**config.mk**
```make
export PLATFORM = sky130hd
export DESIGN_NAME = mem_arbiter
export DESIGN_NICKNAME = d
export VERILOG_FILES = /design/src/rtl/core_pkg.sv /design/src/rtl/arb_owner_fifo.sv /design/src/rtl/mem_arbiter.sv
export SDC_FILE = /design/constraint.sdc
export NUM_CORES = 1
export LEC_CHECK = 0
export CAP_MARGIN = 25
export CORE_AREA = 2 2 121 123
export DETAILED_ROUTE_END_ITERATION = 10
export DIE_AREA = 0 0 123 125
export PLACE_DENSITY = 0.66
export SYNTH_ARGS = -nofsm -noshare
export SYNTH_HDL_FRONTEND = slang
export SYNTH_SLANG_ARGS = --single-unit
```
**constraint.sdc**
```tcl
create_clock -name clk_i -period 3.4 [get_ports clk_i]
set_input_delay 0.51 -clock clk_i [delete_from_list [all_inputs] [get_ports clk_i]]
set_output_delay 0.51 -clock clk_i [all_outputs]
set_load 0.05 [all_outputs]
```
**src/rtl/core_pkg.sv**
```systemverilog
// Shared core types: data width, write-mask width and arbiter port IDs.
// Used by mem_arbiter and its owner FIFO.
package core_pkg;

  localparam int Xlen     = 32;
  localparam int MaskBits = Xlen / 8;

  typedef enum logic {
    INST = 1'b0,
    DATA = 1'b1
  } arb_port_e;

endpackage

```
**src/rtl/arb_owner_fifo.sv**
```systemverilog
// Owner FIFO: remembers which port issued each outstanding request.
// Pointers wrap explicitly so any depth >= 1 works.
module arb_owner_fifo
  import core_pkg::*;
#(
  parameter int Depth = 4
) (
  input  logic      clk_i,
  input  logic      rst_i,
  input  logic      push_i,
  input  logic      pop_i,
  input  arb_port_e push_id_i,
  output arb_port_e head_o,
  output logic      full_o,
  output logic      empty_o
);

  localparam int PtrW = (Depth > 1) ? $clog2(Depth) : 1;
  localparam int CntW = $clog2(Depth + 1);

  arb_port_e         mem_q [Depth];
  arb_port_e         mem_d [Depth];
  logic [PtrW-1:0]   wr_ptr_q, wr_ptr_d;
  logic [PtrW-1:0]   rd_ptr_q, rd_ptr_d;
  logic [CntW-1:0]   cnt_q, cnt_d;
  logic              do_push, do_pop;

  function automatic logic [PtrW-1:0] ptr_inc(
    input logic [PtrW-1:0] p
  );
    return (p == PtrW'(Depth - 1)) ? '0 : p + PtrW'(1);
  endfunction

  assign full_o  = (cnt_q == CntW'(Depth));
  assign empty_o = (cnt_q == '0);
  assign head_o  = mem_q[rd_ptr_q];
  assign do_push = push_i && !full_o;
  assign do_pop  = pop_i && !empty_o;

  always_comb begin
    mem_d    = mem_q;
    wr_ptr_d = wr_ptr_q;
    rd_ptr_d = rd_ptr_q;
    cnt_d    = cnt_q;
    if (do_push) begin
      mem_d[wr_ptr_q] = push_id_i;
      wr_ptr_d        = ptr_inc(wr_ptr_q);
    end
    if (do_pop) begin
      rd_ptr_d = ptr_inc(rd_ptr_q);
    end
    if (do_push && !do_pop) begin
      cnt_d = cnt_q + CntW'(1);
    end else if (do_pop && !do_push) begin
      cnt_d = cnt_q - CntW'(1);
    end
  end

  always_ff @(posedge clk_i) begin
    if (rst_i) begin
      for (int i = 0; i < Depth; i++) begin
        mem_q[i] <= INST;
      end
      wr_ptr_q <= '0;
      rd_ptr_q <= '0;
      cnt_q    <= '0;
    end else begin
      mem_q    <= mem_d;
      wr_ptr_q <= wr_ptr_d;
      rd_ptr_q <= rd_ptr_d;
      cnt_q    <= cnt_d;
    end
  end

endmodule

```
**src/rtl/mem_arbiter.sv**
```systemverilog
// Two-to-one INST/DATA memory port arbiter with in-order response routing.
// Define MEM_ARB_RR_EN for round-robin; default is fixed DATA priority.
module mem_arbiter
  import core_pkg::*;
#(
  parameter int MaxOutstanding = 4
) (
  input  logic                clk_i,
  input  logic                rst_i,
  input  logic                inst_valid_i,
  output logic                inst_ready_o,
  input  logic [Xlen-1:0]     inst_addr_i,
  input  logic [Xlen-1:0]     inst_wdata_i,
  input  logic [MaskBits-1:0] inst_wmask_i,
  output logic [Xlen-1:0]     inst_rdata_o,
  output logic                inst_rvalid_o,
  input  logic                data_valid_i,
  output logic                data_ready_o,
  input  logic [Xlen-1:0]     data_addr_i,
  input  logic [Xlen-1:0]     data_wdata_i,
  input  logic [MaskBits-1:0] data_wmask_i,
  output logic [Xlen-1:0]     data_rdata_o,
  output logic                data_rvalid_o,
  output logic                mem_valid_o,
  input  logic                mem_ready_i,
  output logic [Xlen-1:0]     mem_addr_o,
  output logic [Xlen-1:0]     mem_wdata_o,
  output logic [MaskBits-1:0] mem_wmask_o,
  input  logic [Xlen-1:0]     mem_rdata_i,
  input  logic                mem_rvalid_i
);

  arb_port_e win;
  arb_port_e lock_id_q, lock_id_d;
  arb_port_e head;
  logic      lock_q, lock_d;
  logic      win_valid;
  logic      gnt_ok;
  logic      accept;
  logic      pop;
  logic      fifo_full, fifo_empty;

`ifdef MEM_ARB_RR_EN
  arb_port_e last_q, last_d;
`endif

  always_comb begin
    win = INST;
    if (lock_q) begin
      win = lock_id_q;
    end else if (inst_valid_i && data_valid_i) begin
`ifdef MEM_ARB_RR_EN
      win = (last_q == DATA) ? INST : DATA;
`else
      win = DATA;
`endif
    end else if (data_valid_i) begin
      win = DATA;
    end
  end

  assign win_valid = (win == DATA) ? data_valid_i : inst_valid_i;
  assign gnt_ok    = !rst_i && !fifo_full;

  assign mem_valid_o  = win_valid && gnt_ok;
  assign mem_addr_o   = (win == DATA) ? data_addr_i  : inst_addr_i;
  assign mem_wdata_o  = (win == DATA) ? data_wdata_i : inst_wdata_i;
  assign mem_wmask_o  = (win == DATA) ? data_wmask_i : inst_wmask_i;
  assign inst_ready_o = gnt_ok && mem_ready_i && (win == INST);
  assign data_ready_o = gnt_ok && mem_ready_i && (win == DATA);

  assign accept = mem_valid_o && mem_ready_i;
  assign pop    = mem_rvalid_i && !fifo_empty && !rst_i;

  assign inst_rvalid_o = pop && (head == INST);
  assign data_rvalid_o = pop && (head == DATA);
  assign inst_rdata_o  = mem_rdata_i;
  assign data_rdata_o  = mem_rdata_i;

  // A stalled request keeps its source until memory takes it.
  always_comb begin
    lock_d    = lock_q;
    lock_id_d = lock_id_q;
    if (accept) begin
      lock_d = 1'b0;
    end else if (mem_valid_o && !mem_ready_i) begin
      lock_d    = 1'b1;
      lock_id_d = win;
    end
  end

`ifdef MEM_ARB_RR_EN
  always_comb begin
    last_d = last_q;
    if (accept) begin
      last_d = win;
    end
  end

  always_ff @(posedge clk_i) begin
    if (rst_i) begin
      last_q <= INST;
    end else begin
      last_q <= last_d;
    end
  end
`endif

  always_ff @(posedge clk_i) begin
    if (rst_i) begin
      lock_q    <= 1'b0;
      lock_id_q <= INST;
    end else begin
      lock_q    <= lock_d;
      lock_id_q <= lock_id_d;
    end
  end

  always_ff @(posedge clk_i) begin
    if (!rst_i && mem_rvalid_i) begin
      assert (!fifo_empty)
        else $warning("mem_arbiter: rvalid with no outstanding request dropped");
    end
  end

  arb_owner_fifo #(
    .Depth(MaxOutstanding)
  ) u_owner_fifo (
    .clk_i    (clk_i),
    .rst_i    (rst_i),
    .push_i   (accept),
    .pop_i    (pop),
    .push_id_i(win),
    .head_o   (head),
    .full_o   (fifo_full),
    .empty_o  (fifo_empty)
  );

endmodule

```
==> writeup.txt <==
The flow ran to the end, and the final reports show no timing, DRC or antenna violations. The script logs the mean routed wire length per placed instance as 16.4 µm. The proportion of register bits with asynchronous set or reset after synthesis is 0%. The endpoint identified for the worst register-to-register timing path is u_owner_fifo.cnt_q[2]$_SDFFE_PP0P_. Counting flops and latches in the post-synthesis netlist gives 13. The synthesis run shows multiplexers occupying 42.0% of the cell area. The average cell area after synthesis came out at 9.27 µm². Setup slack on the critical path of the routed design comes to 348 ps.

The synthesized instance count is 213. The run gives 0 ps for the setup TNS. In the synthesized netlist, the cells that appear most often are 68 x mux2_2, 64 x buf_4, 13 x dfxtp_1.

In the final layout, excluding clock buffers the buffer count is 218. The longest clock path from root to sink contains 2 buffers. In this run, the combinational gates consume 70.8% of the power.

In this run, flip-flops and latches consume 14.0% of the power. The xor and xnor fraction of the mapped netlist area came out at 0.887%. The layout-stage area growth over the synthesis result is 95.3%. The synthesized design devotes to its leading area cell type 38.8% of total area.

The report gives the cell count of the worst hold path as 2. Most area-hungry cell class in the final design: non-clock buffers. The synth_stat.txt file lists the number of cells as 213.

In this run, the synthesized area fraction spent on and/or/nand/nor cells is recorded as 4.94%. The number of maximum-capacitance constraint violations was 0; the number of antenna violations at the first check in global routing was 0. The run gives 1.02 mW for the combinational logic power.

Summing the areas of all compound-gate instances in the mapped netlist gives 6.72% of the synthesized area. After synthesis, the chip area reported by Yosys is 1970 µm². In this run, synthesis inferred 0 flip-flops with an integrated enable. The worst register-to-register path has a depth of 9.

The path class of the lowest-slack min-delay path is reg2reg. The number of logic stages on the critical path including buffering came out at 5. The fraction of area in multi-input gates came out at 30.7%. The largest family of logic cells by area is multiplexers. The run gives 0.782 mW as the internal power component.

The total area inside the core boundary comes to 14200 µm². The met1 usage is 11.4%. The total via count after detailed routing is 2118.

On the critical path, the stage with the largest delay is an instance of clkdlybuf4s50_1. The longest incremental delay of any stage on the critical path is reported as 480 ps. Multi-input combinational cells in the finished layout were counted as 121. Counting the warning lines in the Yosys log gives 0.

Final design instance area without fill: 3860 µm². met2 track demand over resource after global routing is 20.7%. For this run, the post-layout net count is 543.

The worst hold path terminates at u_owner_fifo.cnt_q[2]$_SDFFE_PP0P_. For this run, the detailed router reports a per-instance via density of 3.89. For the power consumed by the clock network, the log shows 0.218 mW. The critical path maximum fanout is 35.

Data arrives at the worst endpoint at 2540 ps. The highest metal layer carrying signal wires in the routed design is met4. The detailed-router iteration count before antenna repair came out at 4. The logs give 541 for the cell total after placement and 1180 µm² for the area taken by multi-input logic gates.
floorplan.png
The bar under the picture is 20 µm long. Pins as bars on the die edge.
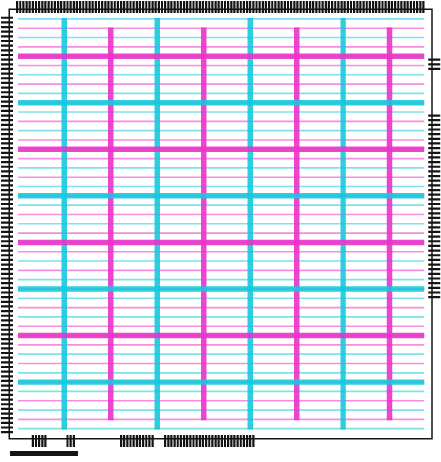
legend:
  magenta:
    net: VDD
  cyan:
    net: VSS
signal pins: 311
met4 straps: 8
met5 straps: 8
rows: 44

class_map.png
The bar under the picture is 20 µm long.
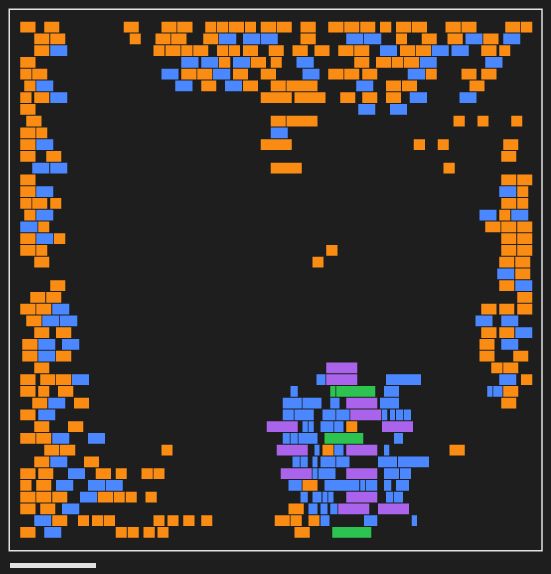
legend:
  blue:
    class: remaining logic cells
    cells: 126
    share_of_their_area: 33%
  purple:
    class: registers
    cells: 13
    share_of_their_area: 7.2%
  orange:
    class: remaining buffers and delay cells
    cells: 218
    share_of_their_area: 57%
  green:
    class: clock drivers and dummy loads
    cells: 4
    share_of_their_area: 2.2%

clock_wires.png
The bar under the picture is 20 µm long.
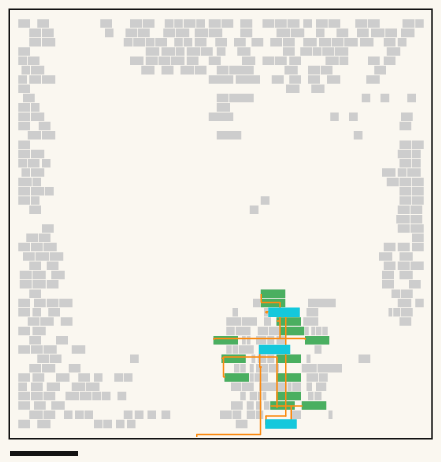
legend:
  green:
    item: flip-flops
    count: 13
  cyan:
    item: clock-net drivers
    count: 3
  orange:
    item: clock wires
    length: 193 µm
routed clock nets: 4

layers.png
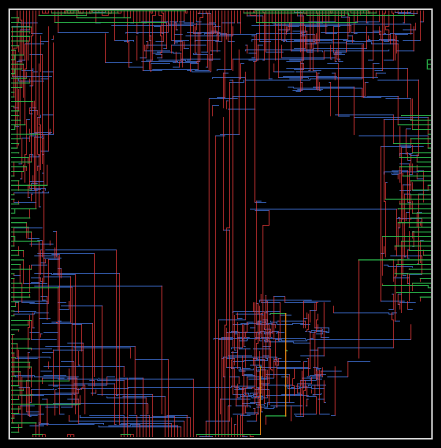
legend:
  green:
    layer: M3
    wire_length: 911 µm
  blue:
    layer: M1
    wire_length: 3170 µm
  orange:
    layer: M4
    wire_length: 49.6 µm
  red:
    layer: M2
    wire_length: 4820 µm

Power figures rest on the tool's default switching activity, not on a simulated workload.
